Ports around the boundary:
Pins as bars across the die edge, other pins in gray.
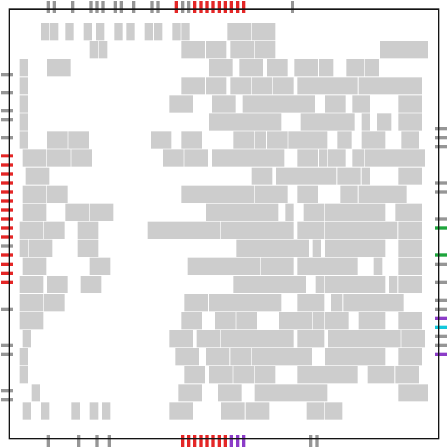
Where the registers sit:
Other sequential cells in the stronger gray, the rest of the logic in the fainter gray.
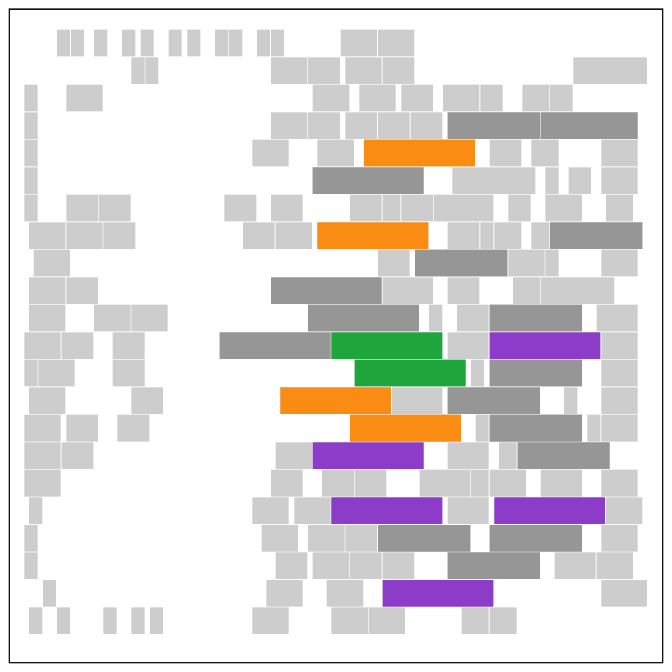
Clock distribution:
Bar = 20 um.
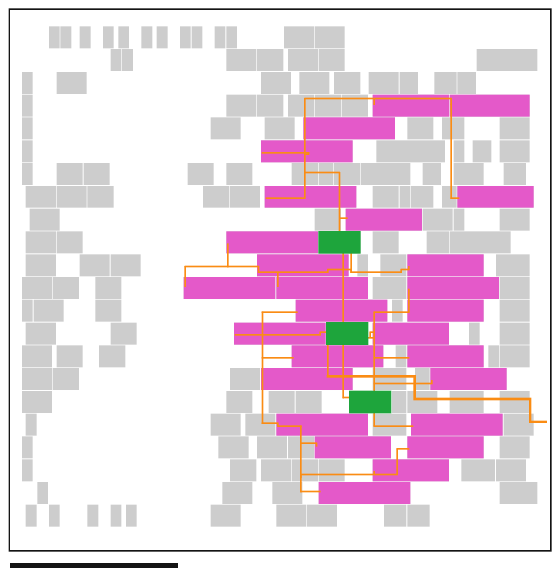
Routed metal, one color a layer:
Bar = 20 um.
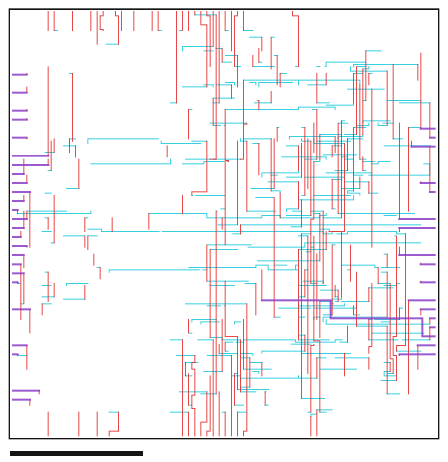
Design parity_pipe, sky130hd; sources not shown.
==> run notes <==
Flow results follow.

Looking at the clock tree report, the H-tree level count equals 1. Setup slack on the worst path after placement came out at -0.1241 ns. The maximum root-to-sink buffer count is 2. The number of nets in the layout is 222. The share of the Yosys chip area taken by registers is 0.5063. The share of total power in the clock network is 0.176. The area after detailed placement is 0.002003 mm2. Per the layout report, the design carries 334 filler cells. The run finished with clean final reports.

In the final design, more cell area goes to flip-flops and latches than to any other class. The clock tree from TritonCTS is done. The number of failing setup endpoints in the final timing report is 0.

The most used flip-flop cell after synthesis is sky130_fd_sc_hd__edfxtp_1. The number of warnings reported in the yosys synthesis log is 0. Data on the critical path arrives at its endpoint at 1.43 ns. The share of total power dissipated in combinational logic is 0.404. The post-CTS clock slew at the launch and capture registers of the worst setup and hold paths is 0.09 ns.

In this run, CTS created clock tree buffers numbering 3. The cell with the largest stage delay on the worst path is sky130_fd_sc_hd__clkdlybuf4s50_1. Hold repair after CTS inserted 0 buffers. The group drawing the most power is registers. Of the total power, registers draw 0.420.
-- 'ports around the boundary' (at the start) --
- `in_tag`: purple (pins 5; direction input; edge 3 bottom, 2 right)
- `in_op`: green (pins 2; direction input; edge right)
- `in_data`: red (pins 32; direction input; edge 14 left, 10 top, 8 bottom)
- `reset`: cyan (pins 1; direction input; edge right)
Port Buffer Count: 54
Vert. Die Dim: 64.47 um
chip width: 64.47 um

-- 'where the registers sit' (at the start) --
- `op_p1_q`: green (flops 2)
- `bp_p1_q`: orange (flops 4; where middle)
- `tag_p1_q`: purple (flops 5)
- not colored: 16
sequential cell power: 0.844 mW
sequential share of cell area: 0.3665
core utilization of the finished layout: 0.5563

-- 'clock distribution' (at the start) --
- clock wires: orange (length 278 um)
- flip-flops: magenta (count 27)
- clock-net drivers: green (count 3)
- routed clock nets: 4
clock group total power: 0.353 mW
later-pin clock latency in the skew report: 0.26 ns

-- 'routed metal, one color a layer' (at the start) --
- M3: purple (wire length 129 um)
- M2: red (wire length 1280 um)
- M1: cyan (wire length 950 um)
Routed wire per std cell: 10.50 um
Vias: 897

Power is estimated from default activity; no workload was simulated.
